**config.mk**
```make
export PLATFORM = sky130hd
export DESIGN_NAME = dmem_arbiter
export DESIGN_NICKNAME = d
export VERILOG_FILES = /design/src/rtl/dmem_arbiter.sv
export SDC_FILE = /design/constraint.sdc
export NUM_CORES = 1
export LEC_CHECK = 0
export CAP_MARGIN = 20
export CORE_AREA = 2 2 115 117
export CTS_BUF_LIST = sky130_fd_sc_hd__clkbuf_8
export CTS_CLUSTER_DIAMETER = 100
export CTS_CLUSTER_SIZE = 40
export DETAILED_ROUTE_END_ITERATION = 16
export DIE_AREA = 0 0 117 119
export PLACE_DENSITY = 0.64
export SLEW_MARGIN = 20
export SYNTH_ARGS = -nofsm -noshare
export SYNTH_HDL_FRONTEND = slang
export SYNTH_SLANG_ARGS = --single-unit
```
**constraint.sdc**
```tcl
create_clock -name CLK -period 4.3 [get_ports CLK]
set_input_delay 0.43 -clock CLK [delete_from_list [all_inputs] [get_ports CLK]]
set_output_delay 0.43 -clock CLK [all_outputs]
set_load 0.01 [all_outputs]
```
**src/rtl/dmem_arbiter.sv**
```systemverilog
// Data-memory arbiter: shares one single-port memory between the CPU M-stage
// and a DMA/loader port. CPU has priority, a starvation counter forces a DMA
// grant after MAX_WAIT denied cycles, and locked bursts hold the memory for
// up to MAX_BURST consecutive DMA accesses.
module dmem_arbiter #(
  parameter int unsigned ADDR_W    = 32,
  parameter int unsigned DATA_W    = 32,
  parameter int unsigned MAX_WAIT  = 3,
  parameter int unsigned MAX_BURST = 4
) (
  input  logic              CLK,
  input  logic              Reset,
  input  logic              cpu_req,
  input  logic              cpu_we,
  input  logic [ADDR_W-1:0] cpu_addr,
  input  logic [DATA_W-1:0] cpu_wdata,
  output logic [DATA_W-1:0] cpu_rdata,
  output logic              cpu_stall,
  input  logic              dma_req,
  input  logic              dma_we,
  input  logic              dma_lock,
  input  logic [ADDR_W-1:0] dma_addr,
  input  logic [DATA_W-1:0] dma_wdata,
  output logic              dma_gnt,
  output logic              dma_rvalid,
  output logic [DATA_W-1:0] dma_rdata,
  output logic              mem_we,
  output logic [ADDR_W-1:0] mem_addr,
  output logic [DATA_W-1:0] mem_wdata,
  input  logic [DATA_W-1:0] mem_rdata
);

  localparam int unsigned WAIT_W  = (MAX_WAIT  + 1 > 1) ? $clog2(MAX_WAIT  + 1) : 1;
  localparam int unsigned BURST_W = (MAX_BURST + 1 > 1) ? $clog2(MAX_BURST + 1) : 1;

  typedef enum logic {
    S_CPU   = 1'b0,
    S_BURST = 1'b1
  } state_t;

  state_t               r_state;
  state_t               w_state_nxt;
  logic [WAIT_W-1:0]    r_wait_cnt;
  logic [WAIT_W-1:0]    w_wait_nxt;
  logic [BURST_W-1:0]   r_burst_cnt;
  logic [BURST_W-1:0]   w_burst_nxt;
  logic                 r_dma_rvalid;
  logic [DATA_W-1:0]    r_dma_rdata;

  logic                 w_cpu_gnt;
  logic                 w_dma_gnt;
  logic                 w_starved;
  logic                 w_arb_cpu;
  logic                 w_arb_dma;
  logic                 w_burst_go;

  // Plain priority arbitration shared by S_CPU and the burst-exit path
  assign w_starved  = dma_req && (r_wait_cnt == WAIT_W'(MAX_WAIT));
  assign w_arb_dma  = w_starved || (!cpu_req && dma_req);
  assign w_arb_cpu  = cpu_req && !w_starved;
  assign w_burst_go = dma_req && dma_lock && (r_burst_cnt < BURST_W'(MAX_BURST));

  // Next-state and grant decode
  always_comb begin
    w_cpu_gnt   = 1'b0;
    w_dma_gnt   = 1'b0;
    w_state_nxt = r_state;
    w_burst_nxt = r_burst_cnt;
    if (!Reset) begin
      w_state_nxt = S_CPU;
      w_burst_nxt = '0;
    end else begin
      case (r_state)
        S_CPU: begin
          w_cpu_gnt = w_arb_cpu;
          w_dma_gnt = w_arb_dma;
          if (w_arb_dma && dma_lock) begin
            w_state_nxt = S_BURST;
            w_burst_nxt = BURST_W'(1);
          end
        end
        S_BURST: begin
          if (w_burst_go) begin
            w_dma_gnt   = 1'b1;
            w_burst_nxt = r_burst_cnt + BURST_W'(1);
          end else begin
            // Exit grants never re-enter the burst; a new one needs S_CPU
            w_cpu_gnt   = w_arb_cpu;
            w_dma_gnt   = w_arb_dma;
            w_state_nxt = S_CPU;
            w_burst_nxt = '0;
          end
        end
      endcase
    end
  end

  // Starvation counter: cleared on grant or idle DMA, else saturating count
  always_comb begin
    w_wait_nxt = r_wait_cnt;
    if (!dma_req || w_dma_gnt) begin
      w_wait_nxt = '0;
    end else if (r_wait_cnt != WAIT_W'(MAX_WAIT)) begin
      w_wait_nxt = r_wait_cnt + WAIT_W'(1);
    end
  end

  // State, counters and registered DMA read return
  always_ff @(posedge CLK) begin
    if (!Reset) begin
      r_state      <= S_CPU;
      r_wait_cnt   <= '0;
      r_burst_cnt  <= '0;
      r_dma_rvalid <= 1'b0;
      r_dma_rdata  <= '0;
    end else begin
      r_state      <= w_state_nxt;
      r_wait_cnt   <= w_wait_nxt;
      r_burst_cnt  <= w_burst_nxt;
      r_dma_rvalid <= w_dma_gnt && !dma_we;
      if (w_dma_gnt && !dma_we) begin
        r_dma_rdata <= mem_rdata;
      end
    end
  end

  // Memory bus steering; CPU values are parked on the bus when nobody is granted
  assign mem_we    = (w_cpu_gnt && cpu_we) || (w_dma_gnt && dma_we);
  assign mem_addr  = w_dma_gnt ? dma_addr  : cpu_addr;
  assign mem_wdata = w_dma_gnt ? dma_wdata : cpu_wdata;

  assign cpu_rdata  = mem_rdata;
  assign cpu_stall  = Reset && cpu_req && !w_cpu_gnt;
  assign dma_gnt    = w_dma_gnt;
  assign dma_rvalid = r_dma_rvalid;
  assign dma_rdata  = r_dma_rdata;

endmodule

```
==> summary.txt <==
yosys + openroad results -> via count of the first global-routing pass around 3200, net count of the mapped netlist 456, core area 12900 um2, sequential cell area 781 um2, First-pass DRT Iterations 6, post-route ant nets 0, Post-layout nets approximately 700, worst-case register-to-register setup slack about 2.5 ns, Synth Seq Share 0.287, RSZ-0062 raised after global routing no, amount of wire on met3 after detailed routing 1.11 mm, post-CTS setup repair buffer count 0, worst hold path depth 2, switching part of the total 0.246, final HPWL from detailed placement 9.82 mm, final worst path period share 0.785, R2R Path Start r_wait_cnt[0], proportion of layout cells with a drive suffix above 1 0.153, Met1 Wirelength 4.58 mm, clock latency at the later pin of the worst-skew pair ~0.28 ns, number of filler instances in the final layout 1222, Hold Path End dma_rdata[7], result of the run completed, post-synthesis chip area from yosys 2720 um2, pin count of the biggest net entering global routing 71, number of top-level pins 299, most area-hungry cell type in the Yosys netlist dfxtp_1, Placed Area 5580 um2, root cell of the clock tree clkbuf_8, clock network fraction of total power 0.267, Initial DRC Count about 110, Reg clk slew, reported paths 0.07 ns, routed vias/inst 4.23, cell internal pwr just under 0.0009 W, post-layout minimum cycle time 3.38 ns, Clock H-tree levels 2, RR Endpoint dma_rdata[17], wire length of the first global-routing pass 17.0 mm, FP Rows 42, footprint of the multi-input gates around 1600 um2, Post-Route Setup TNS 0 ns, largest fanout on the critical path 34, area of the mapped netlist 2720 um2, last weighted congestion value of the routability-driven placer 0.776, Largest type area fraction 0.287, WP data arrival roughly 3 ns, worst r2r path cells 5, top routing layer in use met4, Yosys warning total 0, PortBufs 298, DIE HEIGHT 119 um, standby leakage power 2.39 nW, final wirelength 11.9 mm, Layout Area Growth over Synthesis 109%, setup violation total in the final timing report 0, number of design rule violations left after detail routing 0, setup slack at placement 0.919 ns, total number of warnings across the stage logs 26, Max Buffers Root-to-Sink 2, Pins Over Slew Limit 0, endpoint kind of the worst setup timing path output port, crit path kind input pin to output port, Min-Delay Startpoint dma_rdata[7], number of cell instances after yosys synthesis 287, antenna violations before repair 1, worst-margin pin slew 0.649 ns, area of all placed cells without fillers between 5000 and 6000 um2, Max-slew headroom 0.567, Max rail drop VDD 0.106 mV, mean cell area of the mapped netlist 9.49 um2, global route total overflow 0, quantity of gates resized following cts 0, via count slightly above 3000, crit path setup slack, layout about 0.92 ns, element type at the critical path start input pin, part of the power in registers 0.326, Final Hold Fails 0, NetSw 0.000287 W
cell usage after synthesis:
cell type	n
buf_1	6
o22ai_1	1
nand2_1	34
and2_1	1
nand4b_1	1
nand2b_1	1
nor2_1	4
nor2b_1	4
and3b_1	1
a31oi_1	2
buf_12	2
o21a_1	2
nand3_1	64
buf_6	4
a22o_1	1
nand4_1	1
nor3_1	1
mux2_4	38
mux2i_1	1
buf_4	33
ha_1	2
mux2_2	26
o21ai_1	1
a21o_4	1
buf_2	2
and4b_4	1
a211oi_1	1
a22oi_1	2
clkbuf_1	7
inv_2	1
xor2_1	1
dfxtp_1	39
nand2_4	1
kinds of logic (layout without fill, tap and decap cells):
| family | after synthesis | count (layout) | share of synthesized area |
|---|---|---|---|
| AND/OR/NAND/NOR | 114 | 114 | 0.204 |
| multiplexers | 65 | 65 | 0.321 |
| buffers and inverters | 55 | 311 | 0.145 |
| flip-flops | 39 | 39 | 0.287 |
| AND-OR/OR-AND | 11 | 11 | 0.0312 |
| adder cells (fa/ha/maj) | 2 | 2 | 0.00919 |
| XOR/XNOR | 1 | 1 | 0.00322 |
| other | 0 | 1 | 0 |
cell usage in the layout (no fill, tap or decap), drive strengths merged, types with 4 or more instances in the layout:
cell type,Yosys,final
mux2,64,64
nor2b,4,4
buf,47,5
nor2,4,4
clkdlybuf4s50,0,297
clkbuf,7,6
nand3,64,64
dfxtp,39,39
nand2,35,35
area by class of cell:
type,count,area share
sequential,39,0.137
timing repair buffer,302,0.530
tap,176,0.0387
clock buffer,6,0.0145
clock inverter,2,0.00615
multi-input combinational,193,0.272
antenna,1,0.000439
inverter,1,0.000659
power groups by stage:
| stage | clock (W) | sequential (W) | combinational (W) |
|---|---|---|---|
| final | 0.000311 | 0.000380 | 0.000475 |
| after global placement | 0 | 0.000388 | 0.000474 |
| after CTS | 0.000327 | 0.000380 | 0.000480 |
| after global routing | 0.000345 | 0.000381 | 0.000502 |
| after detailed placement | 0 | 0.000388 | 0.000476 |
| after floorplan | 0 | 0.000393 | 0.000175 |
critical path, cell delays in order:
cell and delay (ns):
clkdlybuf4s50_1 0.56, and4b_4 0.29, a21o_4 0.19, nand2_4 0.29, buf_12 0.27, mux2_2 0.38
clkdlybuf4s50_1 0.51
state kept, by name (all words and copies together), names as in the netlist:
name / flops
r_state: 1
r_burst_cnt: 3
dma_rdata: 32
r_wait_cnt: 2
dma_rvalid: 1
through the flow:
step / util / hold WS, ns
after floorplan: - / 0.468
after global placement: 0.433 / 0.436
after detailed placement: 0.433 / 0.442
after CTS: 0.442 / 0.451
after global routing: 0.442 / 0.469
final: 0.442 / 0.448
routing by layer:
layer / GRT usage / vias up
met5: 0 / -
met4: 0.0390 / 0
met3: 0.0453 / 10
met2: 0.286 / 165
met1: 0.178 / 1392
li1: - / 1482
worst max-delay path by stage:
stage | from | endpoint | slack, ns | cells after the start
detailed placement | dma_req | mem_wdata[19] | 0.92 | 7
floorplan | r_wait_cnt[0] | mem_addr[10] | 2.19 | 7
global route | dma_req | mem_addr[12] | 0.80 | 7
CTS | dma_req | mem_wdata[19] | 0.90 | 7
finish | dma_req | mem_wdata[31] | 0.92 | 7
global placement | dma_req | mem_wdata[19] | 0.97 | 7
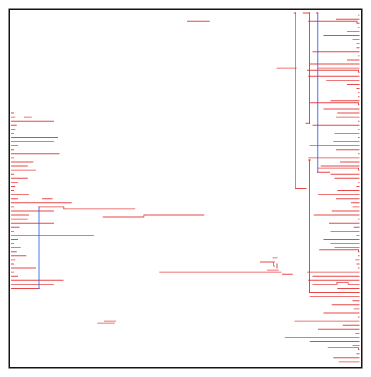
*Metal layers overlaid*
Scale: 3 px per um. Two of the layers only.
layer	colour	wire length
met3	red	1110 um
met4	blue	220 um
wire length per cell: 16.5 um
Tot GR Track Use: 0.158

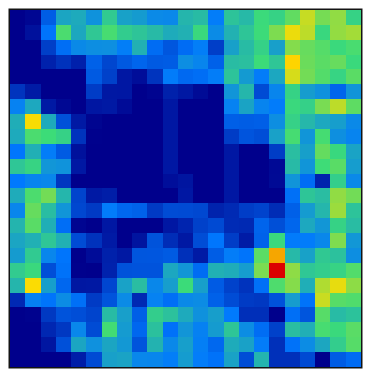
*Wiring heat map*
Scale: 3 px per um. 23 x 24 tiles, from dark blue (low) to red (high), scaled to the fullest tile. Values are wire area over tile area, all layers added.
mean over tiles	0.14
nearly empty tiles	19%
fullest tile	0.56
emptiest ninth of the die	centre
densest ninth of the die	upper right

Power and IR drop assume default switching activity.
